## config.mk

```make
export PLATFORM = sky130hd
export DESIGN_NAME = sdram_arb_flat
export DESIGN_NICKNAME = d
export VERILOG_FILES = /design/src/rtl/sdram_arb_pkg.sv /design/src/rtl/sdram_arb_if.sv /design/src/rtl/sdram_arb_port.sv /design/src/rtl/sdram_arb.sv /design/src/flat_wrapper.sv
export SDC_FILE = /design/constraint.sdc
export NUM_CORES = 1
export LEC_CHECK = 0
export CORE_MARGIN = 1
export CORE_UTILIZATION = 42
export DETAILED_ROUTE_END_ITERATION = 8
export PLACE_DENSITY = 0.81
export SLEW_MARGIN = 20
export SYNTH_ARGS = -nofsm -noshare
export SYNTH_HDL_FRONTEND = slang
export SYNTH_HIERARCHICAL = 1
export SYNTH_SLANG_ARGS = --single-unit
export TNS_END_PERCENT = 100
```

## constraint.sdc

```tcl
create_clock -name clk -period 1.9 [get_ports clk]
set_clock_uncertainty 0.05 [all_clocks]
set_input_delay 0.285 -clock clk [delete_from_list [all_inputs] [get_ports clk]]
set_output_delay 0.285 -clock clk [all_outputs]
set_load 0.1 [all_outputs]
```

## src/rtl/sdram_arb_pkg.sv

```systemverilog
// Shared definitions for the SDRAM port arbiter: FSM encoding, controller cycle length
// and the counter sizing helper.
package sdram_pkg;

  // Clocks per SDRAM controller command cycle (IDLE..LAST)
  localparam int CMD_CYCLE = 6;

  localparam logic [1:0] ST_IDLE    = 2'd0;
  localparam logic [1:0] ST_ACCESS  = 2'd1;
  localparam logic [1:0] ST_RECOVER = 2'd2;

  typedef enum logic {
    PORT_A = 1'b0,
    PORT_B = 1'b1
  } port_sel_e;

  // Counter holds at most max(acc_len, rec_len) - 1
  function automatic int cnt_width(input int acc_len, input int rec_len);
    int m;
    m = (acc_len > rec_len) ? acc_len : rec_len;
    return (m < 2) ? 1 : $clog2(m);
  endfunction

endpackage

```

## src/rtl/sdram_arb_if.sv

```systemverilog
// Bus bundle between the two requesters / SDRAM controller (master) and the arbiter (slave).
interface sdram_arb_if;
  logic        a_req;
  logic        a_we;
  logic [24:0] a_addr;
  logic [7:0]  a_din;
  logic [7:0]  a_dout;
  logic        a_ack;

  logic        b_req;
  logic        b_we;
  logic [24:0] b_addr;
  logic [7:0]  b_din;
  logic [7:0]  b_dout;
  logic        b_ack;

  logic [24:0] ram_addr;
  logic [7:0]  ram_din;
  logic        ram_oe;
  logic        ram_we;
  logic [7:0]  ram_dout;

  modport master (
    output a_req, a_we, a_addr, a_din,
    input  a_dout, a_ack,
    output b_req, b_we, b_addr, b_din,
    input  b_dout, b_ack,
    input  ram_addr, ram_din, ram_oe, ram_we,
    output ram_dout
  );

  modport slave (
    input  a_req, a_we, a_addr, a_din,
    output a_dout, a_ack,
    input  b_req, b_we, b_addr, b_din,
    output b_dout, b_ack,
    output ram_addr, ram_din, ram_oe, ram_we,
    input  ram_dout
  );
endinterface

```

## src/rtl/sdram_arb_port.sv

```systemverilog
// Per-port completion logic: one-clock ack pulse and read-data holding register.
module sdram_arb_port (
  input  logic       clk,
  input  logic       init_n,
  input  logic       fire,
  input  logic       we_lat,
  input  logic [7:0] ram_dout,
  output logic [7:0] dout,
  output logic       ack
);

  // dout only moves on a completed read; writes leave the last read value visible
  always_ff @(posedge clk or negedge init_n) begin
    if (!init_n) begin
      dout <= '0;
      ack  <= 1'b0;
    end else begin
      ack <= fire;
      if (fire && !we_lat) dout <= ram_dout;
    end
  end

endmodule

```

## src/rtl/sdram_arb.sv

```systemverilog
// SDRAM two-port arbiter: time-slices ports A and B onto a single controller slot.
// Define SDRAM_ARB_RR_EN for round-robin on ties; otherwise port A has fixed priority.
//
// state      | meaning
// -----------+-------------------------------------------------------------
// ST_IDLE    | waiting for a_req/b_req; grant and latch request on the edge
// ST_ACCESS  | ram_oe or ram_we held high for ACC_LEN clocks
// ST_RECOVER | ram_oe/ram_we low for REC_LEN clocks so the controller sees a low
module sdram_arb
  import sdram_pkg::*;
#(
  parameter int CYCLE_LEN = CMD_CYCLE,
  parameter int ACC_LEN   = 2 * CYCLE_LEN,
  parameter int REC_LEN   = CYCLE_LEN
) (
  input logic        clk,
  input logic        init_n,
  sdram_arb_if.slave bus
);

  // ACC_LEN >= 2 and REC_LEN >= 1 are assumed by the counter loads below
  localparam int              CW       = cnt_width(ACC_LEN, REC_LEN);
  localparam logic [CW-1:0] ACC_LOAD = CW'(ACC_LEN - 1);
  localparam logic [CW-1:0] REC_LOAD = CW'(REC_LEN - 1);
  localparam logic [CW-1:0] CNT_ONE  = CW'(1);

  logic [1:0]    state;
  logic [CW-1:0] cnt;
  port_sel_e     gnt;
  port_sel_e     pick;
  logic          we_lat;

  logic          pick_we;
  logic [24:0]   pick_addr;
  logic [7:0]    pick_din;
  logic          any_req;

  logic [24:0]   ram_addr_q;
  logic [7:0]    ram_din_q;
  logic          ram_oe_q;
  logic          ram_we_q;

  logic          fire;
  logic          fire_a;
  logic          fire_b;
  logic [7:0]    a_dout;
  logic [7:0]    b_dout;
  logic          a_ack;
  logic          b_ack;

  assign any_req = bus.a_req | bus.b_req;

`ifdef SDRAM_ARB_RR_EN
  port_sel_e rr_next;

  always_comb begin
    pick = PORT_A;
    if (bus.a_req && bus.b_req) pick = rr_next;
    else if (bus.b_req)         pick = PORT_B;
  end

  // rr_next is the port that wins the next tie
  always_ff @(posedge clk or negedge init_n) begin
    if (!init_n) begin
      rr_next <= PORT_A;
    end else if (state == ST_IDLE && any_req) begin
      rr_next <= (pick == PORT_A) ? PORT_B : PORT_A;
    end
  end
`else
  always_comb begin
    pick = PORT_A;
    if (!bus.a_req && bus.b_req) pick = PORT_B;
  end
`endif

  assign pick_we   = (pick == PORT_B) ? bus.b_we   : bus.a_we;
  assign pick_addr = (pick == PORT_B) ? bus.b_addr : bus.a_addr;
  assign pick_din  = (pick == PORT_B) ? bus.b_din  : bus.a_din;

  always_ff @(posedge clk or negedge init_n) begin
    if (!init_n) begin
      state      <= ST_IDLE;
      cnt        <= '0;
      gnt        <= PORT_A;
      we_lat     <= 1'b0;
      ram_addr_q <= '0;
      ram_din_q  <= '0;
      ram_oe_q   <= 1'b0;
      ram_we_q   <= 1'b0;
    end else begin
      case (state)
        ST_IDLE: begin
          if (any_req) begin
            state      <= ST_ACCESS;
            cnt        <= ACC_LOAD;
            gnt        <= pick;
            we_lat     <= pick_we;
            ram_addr_q <= pick_addr;
            ram_din_q  <= pick_din;
            ram_oe_q   <= ~pick_we;
            ram_we_q   <= pick_we;
          end
        end
        ST_ACCESS: begin
          if (cnt == '0) begin
            state    <= ST_RECOVER;
            cnt      <= REC_LOAD;
            ram_oe_q <= 1'b0;
            ram_we_q <= 1'b0;
          end else begin
            cnt <= cnt - CNT_ONE;
          end
        end
        ST_RECOVER: begin
          if (cnt == '0) state <= ST_IDLE;
          else           cnt   <= cnt - CNT_ONE;
        end
        default: state <= ST_IDLE;
      endcase
    end
  end

  // Fires one clock early so the registered ack lands on the last ACCESS clock
  assign fire   = (state == ST_ACCESS) && (cnt == CNT_ONE);
  assign fire_a = fire && (gnt == PORT_A);
  assign fire_b = fire && (gnt == PORT_B);

  sdram_arb_port u_port_a (
    .clk      (clk),
    .init_n   (init_n),
    .fire     (fire_a),
    .we_lat   (we_lat),
    .ram_dout (bus.ram_dout),
    .dout     (a_dout),
    .ack      (a_ack)
  );

  sdram_arb_port u_port_b (
    .clk      (clk),
    .init_n   (init_n),
    .fire     (fire_b),
    .we_lat   (we_lat),
    .ram_dout (bus.ram_dout),
    .dout     (b_dout),
    .ack      (b_ack)
  );

  assign bus.ram_addr = ram_addr_q;
  assign bus.ram_din  = ram_din_q;
  assign bus.ram_oe   = ram_oe_q;
  assign bus.ram_we   = ram_we_q;
  assign bus.a_dout   = a_dout;
  assign bus.a_ack    = a_ack;
  assign bus.b_dout   = b_dout;
  assign bus.b_ack    = b_ack;

endmodule

```

## src/flat_wrapper.sv

```systemverilog
// flat-port wrapper written by rule: the top's interface ports become plain ports
module sdram_arb_flat import sdram_pkg::*;
#(
  parameter int CYCLE_LEN = CMD_CYCLE,
  parameter int ACC_LEN   = 2 * CYCLE_LEN,
  parameter int REC_LEN   = CYCLE_LEN
)
  (clk, init_n, bus_a_req, bus_a_we, bus_a_addr, bus_a_din, bus_a_dout, bus_a_ack, bus_b_req, bus_b_we, bus_b_addr, bus_b_din, bus_b_dout, bus_b_ack, bus_ram_addr, bus_ram_din, bus_ram_oe, bus_ram_we, bus_ram_dout);
  sdram_arb_if bus_i ();
  input logic clk;
  input logic init_n;
  input wire logic [$bits(bus_i.a_req)-1:0] bus_a_req;
  input wire logic [$bits(bus_i.a_we)-1:0] bus_a_we;
  input wire logic [$bits(bus_i.a_addr)-1:0] bus_a_addr;
  input wire logic [$bits(bus_i.a_din)-1:0] bus_a_din;
  output wire logic [$bits(bus_i.a_dout)-1:0] bus_a_dout;
  output wire logic [$bits(bus_i.a_ack)-1:0] bus_a_ack;
  input wire logic [$bits(bus_i.b_req)-1:0] bus_b_req;
  input wire logic [$bits(bus_i.b_we)-1:0] bus_b_we;
  input wire logic [$bits(bus_i.b_addr)-1:0] bus_b_addr;
  input wire logic [$bits(bus_i.b_din)-1:0] bus_b_din;
  output wire logic [$bits(bus_i.b_dout)-1:0] bus_b_dout;
  output wire logic [$bits(bus_i.b_ack)-1:0] bus_b_ack;
  output wire logic [$bits(bus_i.ram_addr)-1:0] bus_ram_addr;
  output wire logic [$bits(bus_i.ram_din)-1:0] bus_ram_din;
  output wire logic [$bits(bus_i.ram_oe)-1:0] bus_ram_oe;
  output wire logic [$bits(bus_i.ram_we)-1:0] bus_ram_we;
  input wire logic [$bits(bus_i.ram_dout)-1:0] bus_ram_dout;
  assign bus_i.a_req = bus_a_req;
  assign bus_i.a_we = bus_a_we;
  assign bus_i.a_addr = bus_a_addr;
  assign bus_i.a_din = bus_a_din;
  assign bus_a_dout = bus_i.a_dout;
  assign bus_a_ack = bus_i.a_ack;
  assign bus_i.b_req = bus_b_req;
  assign bus_i.b_we = bus_b_we;
  assign bus_i.b_addr = bus_b_addr;
  assign bus_i.b_din = bus_b_din;
  assign bus_b_dout = bus_i.b_dout;
  assign bus_b_ack = bus_i.b_ack;
  assign bus_ram_addr = bus_i.ram_addr;
  assign bus_ram_din = bus_i.ram_din;
  assign bus_ram_oe = bus_i.ram_oe;
  assign bus_ram_we = bus_i.ram_we;
  assign bus_i.ram_dout = bus_ram_dout;
  sdram_arb #(.CYCLE_LEN(CYCLE_LEN), .ACC_LEN(ACC_LEN), .REC_LEN(REC_LEN)) u_core (.clk(clk), .init_n(init_n), .bus(bus_i));
endmodule
```

==> images/cell_classes.png <==
The bar under the picture is 20 µm long. Fill, decap, tap and diode cells in grey.
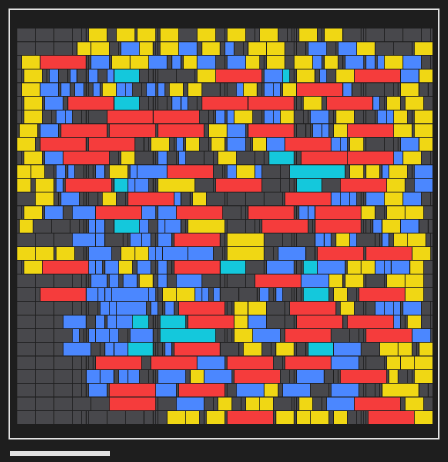
red -> flip-flops  # cells 61
blue -> all other logic  # cells 178
cyan -> clock drivers and dummy loads  # cells 16
yellow -> other buffers and delay cells  # cells 144

==> images/density.png <==
The die is cut into 9 by 9 equal tiles; white is low, dark blue is high, 0 to 100% covered.
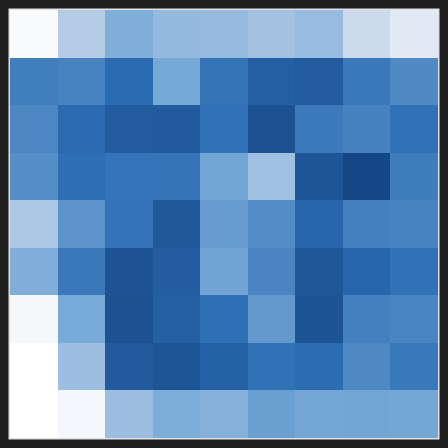
fullest tile = 91%
mean over tiles = 61%
emptiest ninth of the die = bottom left
nearly empty tiles = 2.5%
densest ninth of the die = right middle

==> images/final_congestion.png <==
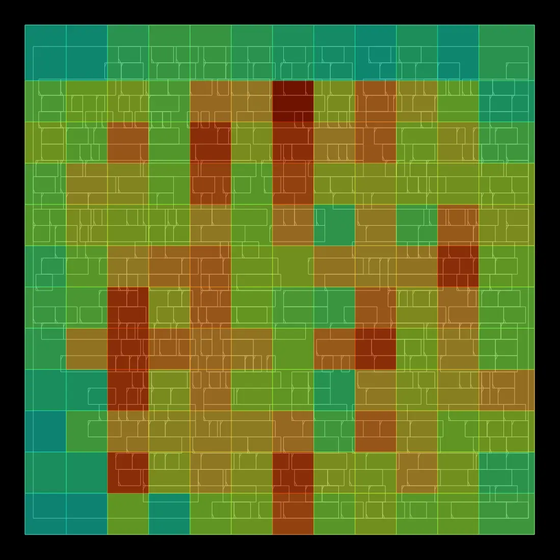
Util after Layout: 68.9%
met2 usage: 36.4%
met3 Track Usage GR: 5.25%
Total GRT Usage: 21.5%

==> impl_metrics.json <==
{
  "areaGrowthSynthToFinish_pct": 54.8,
  "cts_made_buffers": 9,
  "port-buffer-count": 132,
  "mux_area_share_pct": 20.0,
  "setup_viol": 0,
  "clk_latency_ns": 0.33,
  "layout_top_cells": "78 x clkdlybuf4s50_1, 61 x dfrtp_1, 59 x buf_4",
  "ys_sh_aoi_pct": 11.4,
  "async_flop_share_pct": 100,
  "grtUsageMet1_pct": 25.8,
  "top_cell_area_share_pct": 52.5,
  "finalCritPeriodShare_pct": 95.0,
  "placed_cells": 458,
  "synth_nets": 340,
  "path_depth": 6,
  "die_x_um": 85.2,
  "critical_path.slowest_cell": "dfrtp_1",
  "enable_flop_cells": 0,
  "adder_share_pct": 2.15,
  "min_path_type": "reg2reg",
  "top_cells_by_area": "dfrtp_1 52%, mux2i_1 12%, mux2_4 8.3%",
  "reg2reg_from": "u_core/cnt[0]$_DFFE_PN0P_",
  "comb_share_pct": 28.8,
  "simple_gate_share_pct": 9.85,
  "critPathMaxStageDelay_ns": 0.43,
  "drt_iter0_markers": 58,
  "grt_max_degree": 62,
  "grt_first_pass_wirelength_um": 11900,
  "tool_warnings": 29,
  "sh_seq_area_pct": 33.9,
  "comb_cells": 173,
  "worstMarginPinSlew_ns": 0.454,
  "ant_nets": 0,
  "rsz0062_at_grt": "false",
  "critPathKind": "reg2reg",
  "hold_path_depth": 1,
  "die_h_um": 85.2,
  "met1Wirelength_um": 2970,
  "seq_cell_count": 61,
  "lay_top_count": "clkdlybuf4s50_1",
  "io_pins": 133,
  "drcViolationCount": 0,
  "r2r_end": "u_core/cnt[3]$_DFFE_PN0P_",
  "drv_cap": 0,
  "xor_area_share_pct": 0,
  "whs_endpoint": "u_core/u_port_a/ack$_DFF_PN0_",
  "yosys_cells": 255,
  "top_area_cell": "dfrtp_1",
  "htree_levels": 3,
  "worst-path-buf-inv": 1,
  "finalCriticalPeriod_ns": 1.81,
  "nClkBuffers": 11,
  "largest_register_ff_count": 25,
  "worst_hold_slack_ns": 0.429,
  "wl_met3_um": 567,
  "fmax_mhz": 554,
  "regToRegSetupSlack_ns": 0.09,
  "num-nonclk-buffers": 144,
  "endpoint": "u_core/cnt[3]$_DFFE_PN0P_",
  "ys_ff": 61,
  "ys_top_logic_family": "multiplexers",
  "vias": 2402,
  "critical_path.top_delay_family": "AND-OR/OR-AND gates",
  "synthesis.area_um2": 2910,
  "dpl_cell_area_um2": 4230,
  "rows": 29,
  "synthCells": 255,
  "fp_util_pct": 44.5,
  "post-place-ws_ns": 0.0735,
  "drv_slew": 0,
  "yosysWarnings": 6,
  "flop_cell": "dfrtp_1",
  "layout_setup_ws_ns": 0.0942,
  "antenna_found_initial": 0,
  "cts_tree": "built",
  "ys_seq_share_pct": 52.5,
  "first_global_vias": 2525,
  "root_buffer": "clkbuf_8",
  "logic_area_um2": 1290,
  "busiest_layer": "met2",
  "max_slew_margin_pct": 69.7,
  "cts_max_path_buffers": 2,
  "place_hpwl_um": 5510,
  "n_all_inverters": 5,
  "worstPathMaxFanout": 5,
  "n_tap_cell": 77,
  "crit_chain": "inv_1 > ha_2 > or3b_4 > a21oi_4 > o21ai_1 > a22o_1",
  "startpoint": "u_core/cnt[0]$_DFFE_PN0P_",
  "dr_wl_met2_um": 3630,
  "bufAreaShareNonClock_pct": 29.7,
  "gr-total-overflow": 0,
  "hold_start": "u_core/gnt$_DFFE_PN0P_",
  "chip_area_um2": 7260,
  "clk_pin_slew_ns": 0.07,
  "ys_chip_area_um2": 2910,
  "outcome": "finished clean",
  "tns_ns": 0,
  "synth_area_per_cell_um2": 11.4,
  "wl_per_cell_um": 15.4,
  "worst_ep_arrival_time_ns": 1.97,
  "viasPerCell": 5.05,
  "dominant-cell-class": "flip-flops and latches",
  "fill_cells": 510,
  "cp-start-kind": "flop",
  "drive_above_1_share_pct": 26.3,
  "cts_sinks": 61,
  "finalWeightedCongestion": 0.834,
  "seq_area_um2": 1530,
  "top_layer": "met4",
  "r2r_cells": 6,
  "clk_share_pct": 5.00,
  "final_net_count": 479
}
==> images/met4.png <==
The bar under the picture is 20 µm long. Supply wires on this layer in grey. Cells faint in the background.
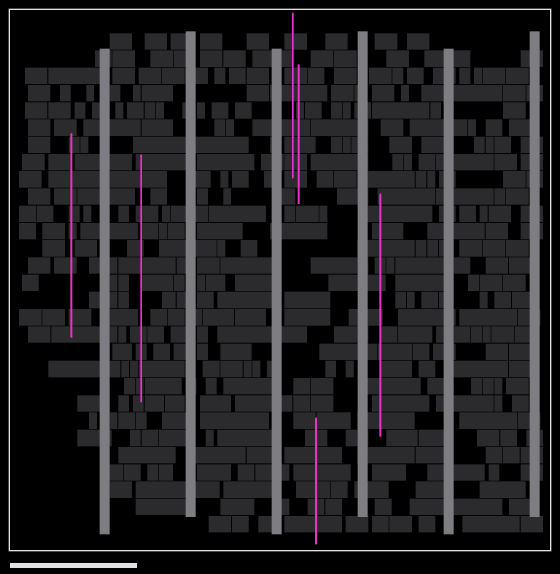
wire length on this layer = 176 µm
nets with wire on the layer = 5
share of all routed wire = 2.4%
longest straight run = 38.8 µm

==> images/met1.png <==
Supply wires on this layer in grey.
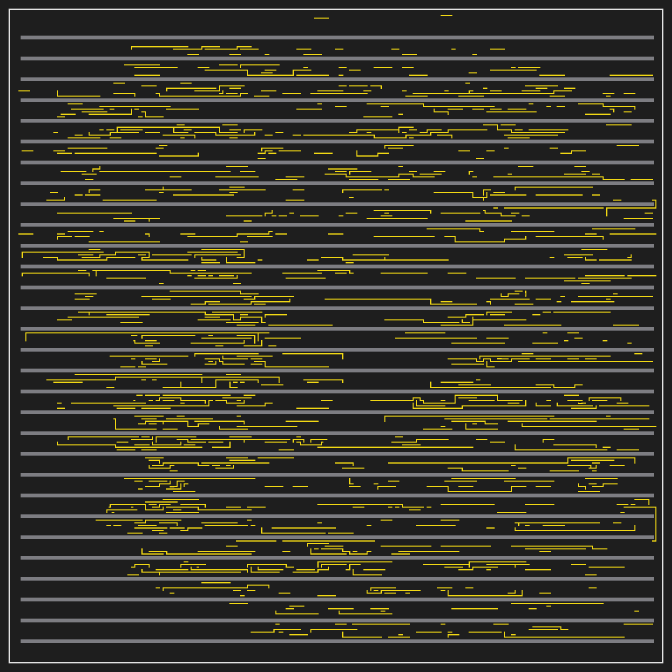
longest straight run = 31.7 µm
wire length on this layer = 2970 µm
nets with wire on the layer = 404
main direction = horizontal

cells in the mapped netlist, drive strengths merged (2+ instances only):
master and instances:
o21ai 41, a21oi 5, a211oi 2, nor2 10
nor2b 4, nand2 37, inv 5, mux2 16
mux2i 34, nor3 2, buf 11, clkbuf 5
dfrtp 61, nor3b 4, o21a 3, ha 5
a22o 3
repair_timing:
item                                    CTS  global route
hold buffers                              1             0
buffers inserted                          0             1
resized                                   0             3
endpoints found under the hold margin    61             0
endpoints found under the setup margin    0            10
